**src/rtl/alu_sequencer.sv**
```systemverilog
// Sequences single ALU operations: accepts a request, drives an external ALU for one
// cycle, then holds the captured result and error flag until the consumer takes it.
module alu_sequencer (
    input  logic        clk,
    input  logic        rst,
    input  logic        req_valid,
    output logic        req_ready,
    input  logic [3:0]  req_op,
    input  logic [15:0] req_a,
    input  logic [15:0] req_b,
    output logic [3:0]  alu_aluc,
    output logic [15:0] alu_a,
    output logic [15:0] alu_b,
    output logic        alu_cy_in,
    input  logic [15:0] alu_z,
    input  logic        alu_cy,
    output logic        rsp_valid,
    input  logic        rsp_ready,
    output logic [15:0] rsp_z,
    output logic        rsp_err,
    output logic        carry_flag,
    output logic [1:0]  state_dbg
);

    // Handshakes: a transfer happens on a rising edge where valid & ready are both 1;
    // valid never depends on ready, and the payload is held while valid & !ready.

    localparam logic [3:0] OP_ADD = 4'b0100;
    localparam logic [3:0] OP_ADC = 4'b0101;
    localparam logic [3:0] OP_CLC = 4'b1011;
    localparam logic [3:0] OP_STC = 4'b1100;

    typedef enum logic [1:0] {
        IDLE  = 2'd0,
        ISSUE = 2'd1,
        RESP  = 2'd2
    } state_t;

    state_t      state, state_nxt;
    logic [3:0]  op_q;
    logic [15:0] a_q, b_q;
    logic        accept;

    assign accept    = req_valid & req_ready;
    assign state_dbg = state;

    always_comb begin
        state_nxt = state;
        req_ready = 1'b0;
        rsp_valid = 1'b0;
        alu_aluc  = 4'b0000;
        alu_a     = 16'h0000;
        alu_b     = 16'h0000;
        alu_cy_in = 1'b0;
        case (state)
            IDLE: begin
                req_ready = 1'b1;
                if (req_valid) state_nxt = ISSUE;
            end
            ISSUE: begin
                alu_aluc  = op_q;
                alu_a     = a_q;
                alu_b     = b_q;
                alu_cy_in = (op_q == OP_ADC) ? carry_flag : 1'b0;
                state_nxt = RESP;
            end
            RESP: begin
                rsp_valid = 1'b1;
                // A completing response frees the slot for a request in the same cycle.
                req_ready = rsp_ready;
                if (rsp_ready) state_nxt = req_valid ? ISSUE : IDLE;
            end
            default: state_nxt = IDLE;
        endcase
    end

    always_ff @(posedge clk or posedge rst) begin
        if (rst) begin
            state <= IDLE;
        end else begin
            state <= state_nxt;
        end
    end

    always_ff @(posedge clk or posedge rst) begin
        if (rst) begin
            op_q <= 4'b0000;
            a_q  <= 16'h0000;
            b_q  <= 16'h0000;
        end else if (accept) begin
            op_q <= req_op;
            a_q  <= req_a;
            b_q  <= req_b;
        end
    end

    // Result and flag capture happens only on the edge that ends ISSUE.
    always_ff @(posedge clk or posedge rst) begin
        if (rst) begin
            rsp_z      <= 16'h0000;
            rsp_err    <= 1'b0;
            carry_flag <= 1'b0;
        end else if (state == ISSUE) begin
            if (op_q <= 4'b1010) begin
                rsp_z   <= alu_z;
                rsp_err <= 1'b0;
                if (op_q == OP_ADD || op_q == OP_ADC) carry_flag <= alu_cy;
            end else if (op_q == OP_CLC) begin
                rsp_err    <= 1'b0;
                carry_flag <= 1'b0;
            end else if (op_q == OP_STC) begin
                rsp_err    <= 1'b0;
                carry_flag <= 1'b1;
            end else begin
                rsp_z   <= 16'h0000;
                rsp_err <= 1'b1;
            end
        end
    end

endmodule
```
**config.mk**
```make
export PLATFORM = sky130hd
export DESIGN_NAME = alu_sequencer
export DESIGN_NICKNAME = d
export VERILOG_FILES = /design/src/rtl/alu_sequencer.sv
export SDC_FILE = /design/constraint.sdc
export NUM_CORES = 1
export LEC_CHECK = 0
export CAP_MARGIN = 15
export CELL_PAD_IN_SITES_DETAIL_PLACEMENT = 0
export CELL_PAD_IN_SITES_GLOBAL_PLACEMENT = 1
export CORE_MARGIN = 10
export CORE_UTILIZATION = 34
export DETAILED_ROUTE_END_ITERATION = 8
export HOLD_SLACK_MARGIN = 0.15
export MAX_ROUTING_LAYER = met4
export PLACE_DENSITY = 0.95
export SYNTH_ARGS = -nofsm -noshare
export SYNTH_HDL_FRONTEND = slang
export SYNTH_SLANG_ARGS = --single-unit
```
**constraint.sdc**
```tcl
create_clock -name clk -period 5.1 [get_ports clk]
set_input_delay 1.53 -clock clk [delete_from_list [all_inputs] [get_ports clk]]
set_output_delay 1.53 -clock clk [all_outputs]
set_load 0.01 [all_outputs]
```
==> run_1/sizing.png <==
The bar under the picture is 20 um long.
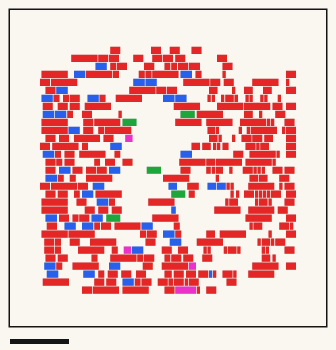
- x6 and larger: green (cells 5; most used clkbuf_8)
- x1 and smaller: red (cells 296; most used clkdlybuf4s50_1)
- x3 and x4: magenta (cells 4; most used buf_4)
- x2: blue (cells 40; most used mux2_2)

==> run_1/m3.png <==
The bar under the picture is 20 um long.
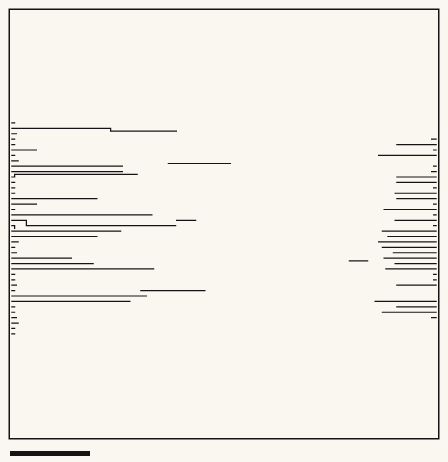
- main direction: horizontal
- nets with wire on the layer: 73
- wire length on this layer: 734 um
- longest straight run: 37.5 um
- share of all routed wire: 10%

==> qor.yml, run 1 <==
run_status:
  status: "finished clean"
placement:
  gp_congestion: 0.698
  place_hpwl_um: 5490
worst_setup_path:
  slowest_delay_ns: 0.55
  worst-path-buf-inv: 3
  r2r-start: "op_q[3]"
  required_ns: 3.57
  path_cells: "clkdlybuf4s50_1 > inv_1 > a21oi_1 > clkdlybuf4s50_1"
final_layout:
  nonClockInverterCount: 22
  final_nets: 402
  sh_comb_area_pct: 26.8
  ff_count: 56
  diodes: 0
job:
  warnings: 26
synthesis:
  syn_inst: 234
clock_tree:
  clk_path_buf_depth: 2
  cts_root_buf: "clkbuf_8"
sta:
  setup_viol: 0
  maxSlewViolCount: 0
  max_freq_ghz: 0.234
  tightest_slew_ns: 0.787
  hold_slack_ns: 0.485
  fin_crit_sh_pct: 83.9
power:
  irDropWorstVdd_v: 0.000186
floorplan:
  rows: 31
  die_w_um: 108
route:
  avgViaCountPerCell: 4.69
  wl_per_cell_um: 16.3
  drt_iter0_drc: 42
worst_hold_path:
  worstHoldStart: "rsp_err"
  hold-path-cell-count: 2
global_routing:
  grt_max_degree: 38
==> run_1/pinout.png <==
The bar under the picture is 20 um long. Pins as bars across the die edge, other pins in grey.
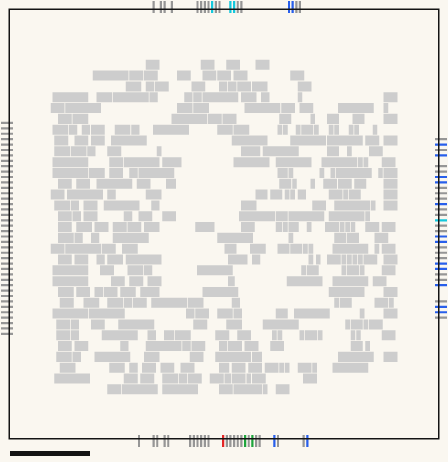
- `state_dbg`: green (pins 2; direction output; edge bottom)
- `rsp_valid`: red (pins 1; direction output; edge bottom)
- `req_op`: cyan (pins 4; direction input; edge 3 top, 1 right)
- `rsp_z`: blue (pins 16; direction output; edge 12 right, 2 bottom, 2 top)
- all pins by edge: 40 left, 31 right, 26 bottom, 19 top

[run 1: sequential cells by signal, summed over array words and instances, names as in the netlist]
name / cells
a_q: 16
b_q: 16
carry_flag: 1
op_q: 4
rsp_err: 1
rsp_z: 16
state_dbg: 2
[run 1: report_power, final]
part,internal (W),switching (W)
clock,0.0000939,0.000132
combinational,0.000380,0.000262
sequential,0.000590,0.000115
total,0.00106,0.000509
[run 1: stage by stage]
stage               worst slack, ns  area, um2  utilization (%)  power [W]  cells
finish                        0.819       3910             53.0    0.00157    444
global route                  0.753       3910             53.0    0.00169    444
CTS                           0.807       3910             53.0    0.00161    444
detailed placement            0.807       3830             52.0    0.00137    437
global placement              0.810       3830             52.0    0.00134    437
floorplan                      1.74       2610                -    0.00102    234
[run 1: cells in the final DEF, fill, tap and decap left out]
cell	instances
inv_2	1
clkbuf_8	5
nand4bb_1	1
inv_1	21
nor2_1	2
dfrtp_1	56
o221ai_1	16
o32ai_1	2
mux2_2	35
o31ai_1	2
nor2b_2	1
buf_4	3
nand2_1	37
clkinv_2	1
nand2b_1	1
a21o_1	1
a21oi_2	1
o21ai_2	1
and3b_1	1
nor4_1	1
nand4b_1	1
mux2_1	1
nor2b_1	1
and2_1	34
clkbuf_1	1
a211oi_4	1
a21oi_1	2
clkdlybuf4s50_1	115
[run 1: routing by layer]
layer,part of all wire [%],GRT usage [%]
met5,0,-
met4,0.30,2.58
met3,10,5.87
met2,47,20.2
met1,42,14.3
[run 1: worst max path at each step]
stage                     startpoint   endpoint  slack (ns)  cells past startpoint
after floorplan            rsp_ready  req_ready        1.74                      2
after global placement     rsp_ready  req_ready        0.81                      4
after global routing       rsp_ready  req_ready        0.75                      4
after CTS                  rsp_ready  req_ready        0.81                      4
final                      rsp_ready  req_ready        0.82                      4
after detailed placement   rsp_ready  req_ready        0.81                      4
[run 1: Yosys cell counts]
| library cell | count | area (um2) |
|---|---|---|
| a21oi_1 | 2 | 10.0 |
| o32ai_1 | 2 | 17.5 |
| o221ai_1 | 16 | 140 |
| dfrtp_1 | 56 | 1400 |
| a21oi_2 | 1 | 8.76 |
| clkbuf_1 | 7 | 26.3 |
| inv_1 | 22 | 82.6 |
| nand4bb_1 | 1 | 11.3 |
| o21ai_2 | 1 | 8.76 |
| nor4_1 | 1 | 6.26 |
| mux2_1 | 1 | 11.3 |
| nor2b_1 | 2 | 12.5 |
| a211oi_4 | 1 | 20.0 |
| buf_2 | 4 | 20.0 |
| a21o_1 | 1 | 7.51 |
| nor2_1 | 2 | 7.51 |
| nand4b_1 | 1 | 8.76 |
| o31ai_1 | 2 | 15.0 |
| nand2_1 | 37 | 139 |
| mux2_2 | 35 | 394 |
| nand2b_1 | 1 | 6.26 |
| and2_1 | 34 | 213 |
| buf_6 | 3 | 33.8 |
| and3b_1 | 1 | 8.76 |
[run 1: cell families (layout without fill, tap and decap cells)]
group / after synthesis / after routing / synth area share, %
flip-flops: 56 / 56 / 53.7
AND-OR/OR-AND: 26 / 26 / 8.72
AND/OR/NAND/NOR: 80 / 80 / 15.8
buffers and inverters: 36 / 147 / 6.23
multiplexers: 36 / 36 / 15.5
==> inputs of run 2 (changes only) <==
- CORE_UTILIZATION: 34 -> 31
- PLACE_DENSITY: 0.95 -> 0.9
- clock period: 5.1 -> 4.1 ns (I/O delays scaled with it)
==> run 2 against run 1 <==
Net effect: first-iteration DRC count fell by 24%; die size rose by 7.8%; via count rose by 1.2%; synthesized area did not move; total power rose by 29%; sequential share of layout area fell by 0.34 points; combinational power rose by 25%; count of clock-buffer cells in the layout did not move; wire length rose by 2.1%; largest cell class unchanged.
==> qor.yml, run 2 <==
synthesis:
  ys_sh_adder_pct: 0  # unchanged
  ys_sh_mux_pct: 15.5  # unchanged
  topCellsByArea: "dfrtp_1 54%, mux2_2 15%, and2_1 8.1%"  # unchanged
  ys_sh_simple_pct: 15.8  # unchanged
  synth-edff-count: 0  # unchanged
  largest_area_cell: "dfrtp_1"  # unchanged
  ys_sh_xor_pct: 0  # unchanged
  syn_inst: 234  # unchanged
  synthAoiAreaFrac_pct: 8.72  # unchanged
  yosysTopAreaCellShare_pct: 53.7  # unchanged
  yosys_most_used_dff: "dfrtp_1"  # unchanged
  logic_family: "simple AND/OR/NAND/NOR gates"  # unchanged
  async_reset_ff_share_pct: 100  # unchanged
placement:
  dp_slack_ns: 0.402  # was 0.807 ns
  detailed_place.area_um2: 3840  # was 3830 um2
  dp_cells: 443  # was 437
  place_hpwl_um: 5480  # was 5490 um
job:
  warnings: 26  # unchanged
final_layout:
  final_cell_mix: "115 x clkdlybuf4s50_1, 56 x dfrtp_1, 37 x nand2_1, 35 x mux2_2, 34 x and2_1"  # unchanged
  largest_registers: "a_q x16, b_q x16, rsp_z x16"  # unchanged
  instances_no_fill: 451  # was 444
  diodes: 0  # unchanged
  final_nets: 402  # unchanged
  final_common_cell: "clkdlybuf4s50_1"  # unchanged
  final_area_um2: 3950  # was 3910 um2
global_routing:
  grt_usage_pct: 11.8  # was 12.7%
  grt_max_degree: 45  # was 38
sta:
  fin_ws_ns: 0.413  # was 0.819 ns
  clock_skew_ns: 0.00308  # was 0.00355 ns
  tightest_slew_ns: 0.944  # was 0.787 ns
  maxSlewViolCount: 0  # unchanged
  max_freq_ghz: 0.271
  fin_crit_sh_pct: 89.9
  setup_viol: 0  # unchanged
clock_tree:
  cts_root_buf: "clkbuf_8"  # unchanged
  cts_tree: "built"  # unchanged
  cts_buffers: 5  # unchanged
route:
  avgViaCountPerCell: 4.67  # was 4.69
  wl_per_cell_um: 16.3  # about the same
power:
  irDropWorstVdd_v: 0.000215  # was 0.000186 V
  finalPower_w: 0.00204  # was 0.00157 W
run_status:
  status: "finished clean"  # unchanged
floorplan:
  die_w_um: 112  # was 108 um
-- run 2: cell counts after synthesis --
No cell type changed its count.
-- run 2: metal layers --
layer / GRT usage (%) / vias to the layer above / share of wire, % / wire length [um]
met5: - / - / 0 / 0
met4: 2.83 / 0 / 1.1 / 78
met3: 5.69 / 8 / 11 / 799
met2: 18.3 / 82 / 46 / 3360
met1: 13.4 / 1008 / 42 / 3130
li1: - / 1008 / - / -
-- run 2: kinds of logic after synthesis --
logic type      count (synthesis)
flops                          56
buf+inv                        36
simple gates                   80
compound gates                 26
mux                            36
-- run 2: final timing paths --
path | endpoint | startpoint | depth (start not counted) | slack (ns)
max in group asynchronous | a_q[7] | rst | 3 | 1.91
worst max-delay path | req_ready | rsp_ready | 4 | 0.41
min in group asynchronous | b_q[3] | rst | 2 | 1.46
worst min-delay path | rsp_err | rsp_err | 2 | 0.50
worst min register to register | rsp_err | rsp_err | 2 | 0.50
worst max register to register | rsp_z[15] | op_q[3] | 3 | 2.04
-- run 2: metrics by stage --
stage | util (%) | hold slack, ns
after floorplan | - | 0.472
after global placement | 46.7 | 0.459
after detailed placement | 46.7 | 0.472
after CTS | 48.0 | 0.511
after global routing | 48.0 | 0.524
final | 48.0 | 0.499
-- run 2: worst max-delay path: stages --
cell	delay, ns
clkdlybuf4s50_1	0.45
inv_1	0.08
a21oi_1	0.15
clkdlybuf4s50_1	0.55
-- run 2: where the power goes --
part | switching, W | internal, W | leakage (nW)
logic | 0.000328 | 0.000472 | 0.953
clock network | 0.000178 | 0.000182 | 0.0552
registers | 0.000143 | 0.000734 | 0.665
-- run 2: final cells by class --
class,instances,area (um2)
multi-input cells,142,1050
fillers,796,4270
flip-flops and latches,56,1400
clock inverters,2,35.0
well taps,105,131
clock buffers,6,72.6
inverters,22,82.6
repair buffers,118,1170
==> run_2/placed.png <==
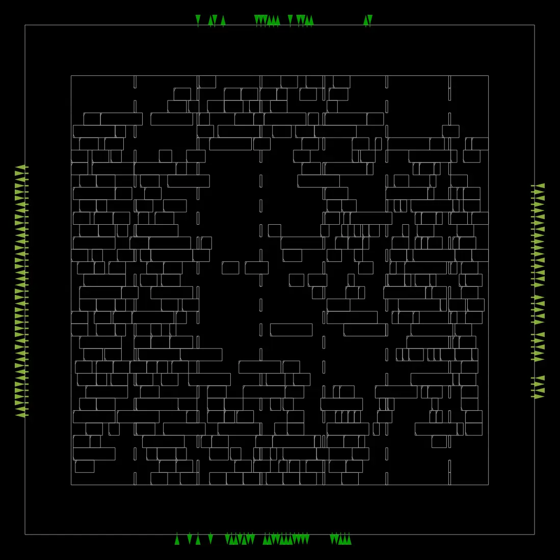
FP Rows: 33
Filler Cell Count: 796
Flops: 56
flop share of the area: 35.5%
Layout Utilization: 48.0%

==> run_2/sizing.png <==
The bar under the picture is 20 um long.
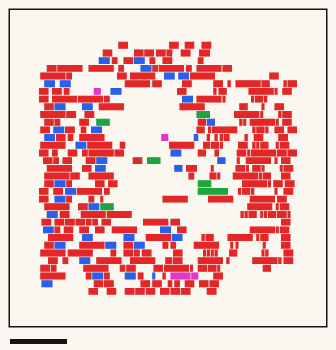
- x6 and larger: green (cells 6; most used clkbuf_8)
- x1 and smaller: red (cells 296; most used clkdlybuf4s50_1)
- x2: blue (cells 40; most used mux2_2)
- x3 and x4: magenta (cells 4; most used buf_4)

==> run_2/pinout.png <==
The bar under the picture is 20 um long. Pins as bars across the die edge, other pins in grey.
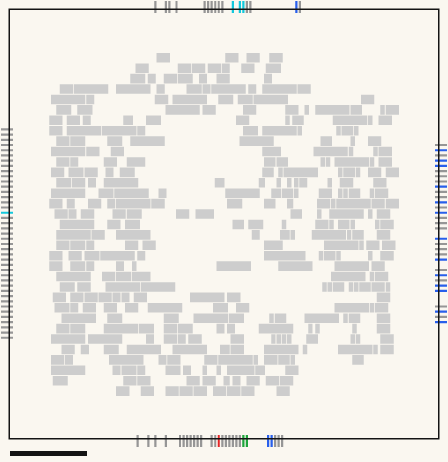
- `req_op`: cyan (pins 4; direction input; edge 3 top, 1 left)
- `rsp_z`: blue (pins 16; direction output; edge 13 right, 2 bottom, 1 top)
- `state_dbg`: green (pins 2; direction output; edge bottom)
- `rsp_valid`: red (pins 1; direction output; edge bottom)
- all pins by edge: 41 left, 31 right, 27 bottom, 17 top

==> inputs of run 3 (changes only) <==
- REMOVE_ABC_BUFFERS: not set -> 1
==> run 3 against run 2 <==
Net effect: maximum frequency is 1.4% lower; wire length is 1.5% lower; sequential cell count unchanged; register-to-register slack improved by 0.36 ns; combinational power is 2% higher; hold slack improved by 0.0025 ns; critical path type unchanged; largest power group unchanged; highest routed layer unchanged.
==> qor.yml, run 3 <==
run_status:
  status: "finished clean"  # unchanged
floorplan:
  rows: 33  # unchanged
  die_w_um: 112  # unchanged
final_layout:
  final_nets: 403  # was 402
  final_cell_mix: "115 x clkdlybuf4s50_1, 56 x dfrtp_1, 37 x nand2_1, 35 x mux2_2, 34 x and2_1"  # unchanged
  diodes: 0  # unchanged
synthesis:
  common_cells: "56 x dfrtp_1, 37 x nand2_1, 35 x mux2_2"  # unchanged
  synth-edff-count: 0  # unchanged
  ys_sh_adder_pct: 0  # unchanged
  topCellsByArea: "dfrtp_1 54%, mux2_2 15%, and2_1 8.1%"  # unchanged
  logic_family: "simple AND/OR/NAND/NOR gates"  # unchanged
  ys_sh_mux_pct: 15.5  # unchanged
  top_cell: "dfrtp_1"  # unchanged
  ys_sh_xor_pct: 0  # unchanged
  async_reset_ff_share_pct: 100  # unchanged
  yosysTopAreaCellShare_pct: 53.7  # unchanged
  largest_area_cell: "dfrtp_1"  # unchanged
  ys_sh_simple_pct: 15.8  # unchanged
  yosys_most_used_dff: "dfrtp_1"  # unchanged
placement:
  place_hpwl_um: 5370  # was 5480 um
clock_tree:
  cts_tree: "built"  # unchanged
  cts_root_buf: "clkbuf_8"  # unchanged
sta:
  tightest_slew_ns: 0.751  # was 0.944 ns
  setup_viol: 0  # unchanged
  clock_skew_ns: 0.0109  # was 0.00308 ns
  maxSlewViolCount: 0  # unchanged
  max_freq_ghz: 0.267  # was 0.271 GHz
route:
  avgViaCountPerCell: 4.63  # was 4.67
  wl_per_cell_um: 16.1  # was 16.3 um
  drt_iter0_drc: 81  # was 32
worst_setup_path:
  required_ns: 2.87  # about the same
power:
  irDropWorstVdd_v: 0.000179  # was 0.000215 V
global_routing:
  grt_max_degree: 57  # was 45
  grt_usage_pct: 11.6  # was 11.8%
[run 3: cell counts after synthesis]
No cell type changed its count.
[run 3: worst paths after layout]
path,startpoint,to,slack [ns],cells past startpoint
max,rsp_ready,req_ready,0.36,4
max reg2reg,state_dbg[0],rsp_z[13],2.40,4
min in group asynchronous,rst,a_q[1],1.42,3
min reg2reg,a_q[0],a_q[0],0.50,1
max in group asynchronous,rst,op_q[3],2.16,3
min,a_q[0],a_q[0],0.50,1
[run 3: power by group]
group          leakage [nW]  switching (W)  total [W]  internal, W
registers             0.665       0.000129   0.000863     0.000734
logic                 0.958       0.000343   0.000818     0.000475
clock network        0.0410       0.000168   0.000285     0.000117
total                  1.66       0.000641    0.00197      0.00133
[run 3: final cells by class]
cell class,instances,area (um2)
Sequential cell,56,1400
Tap cell,105,131
Clock inverter,1,5.00
Clock buffer,6,72.6
Multi-Input combinational cell,142,1050
Fill cell,787,4290
Inverter,22,82.6
Timing Repair Buffer,119,1180
[run 3: cell families (layout without fill, tap and decap cells)]
| group | after synthesis | count (layout) |
|---|---|---|
| AND/OR/NAND/NOR | 80 | 80 |
| AND-OR/OR-AND | 26 | 26 |
| flip-flops | 56 | 56 |
| multiplexers | 36 | 36 |
| buffers and inverters | 36 | 148 |
[run 3: layer usage]
layer	up-vias	track usage, %	wire length, um
met1	1002	14.0	3200
met3	5	4.88	619
met2	78	17.9	3390
met5	-	-	0
met4	0	2.06	48
li1	1003	-	-
[run 3: critical path, stage by stage]
cell	delay, ns
clkdlybuf4s50_1	0.46
inv_1	0.08
a21oi_1	0.16
clkdlybuf4s50_1	0.58
[run 3: stage by stage]
step	total power, W	std cells	worst slack [ns]	util, %	instance area [um2]
3_3_place_gp	0.00168	444	0.413	46.8	3840
5_1_grt	0.00212	451	0.323	47.7	3920
3_5_place_dp	0.00171	444	0.345	46.8	3840
6_report	0.00197	451	0.359	47.7	3920
4_1_cts	0.00201	451	0.345	47.7	3920
2_1_floorplan	0.00124	220	0.807	-	2530
==> run_3/sizing.png <==
The bar under the picture is 20 um long.
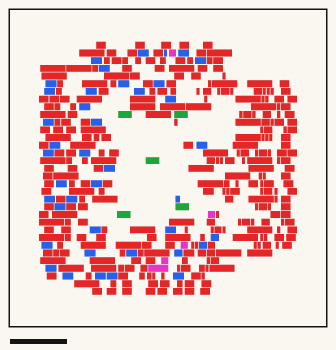
- x1 and smaller: red (cells 296; most used clkdlybuf4s50_1)
- x3 and x4: magenta (cells 5; most used buf_4)
- x6 and larger: green (cells 5; most used clkbuf_8)
- x2: blue (cells 40; most used mux2_2)

==> run_3/m3.png <==
The bar under the picture is 20 um long.
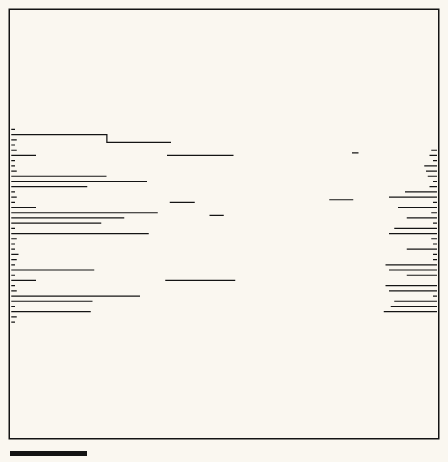
- longest straight run: 37.9 um
- share of all routed wire: 8.5%
- wire length on this layer: 620 um
- main direction: horizontal

==> run_3/placed.png <==
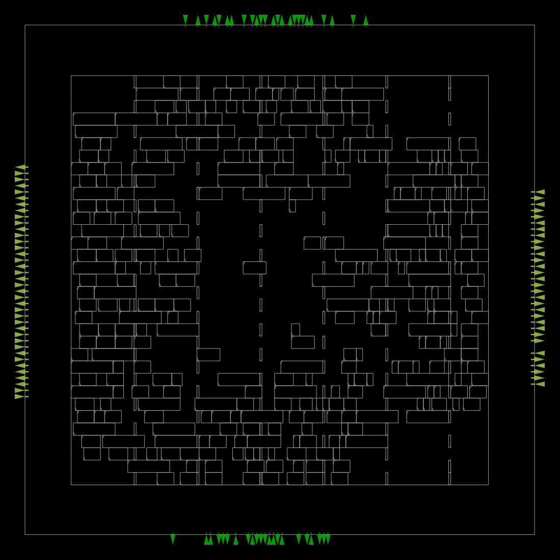
core area: 8220 um2
fin cells: 451
n_taps: 105
flop share of the area: 35.7%


## Gallery

Metal layers overlaid.
The bar under the picture is 20 um long.
(a)
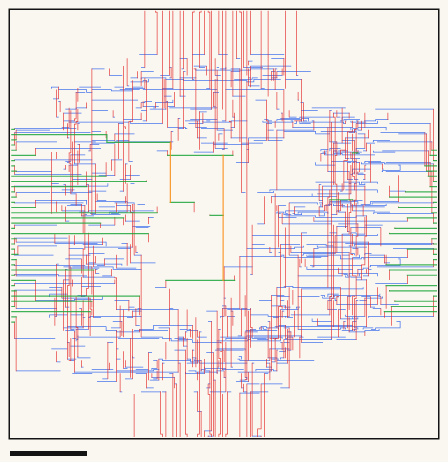
(b)
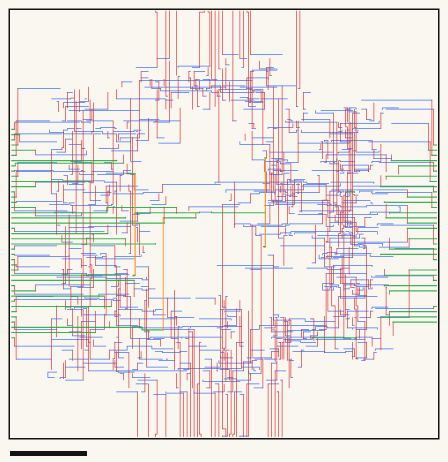
(a) comes from run 3.
(b) comes from run 2.

Key to (a):
- M1: blue (wire length 3200 um)
- M2: red (wire length 3390 um)
- M4: orange (wire length 48.3 um)
- M3: green (wire length 620 um)

Power figures rest on the tool's default switching activity, not on a simulated workload.
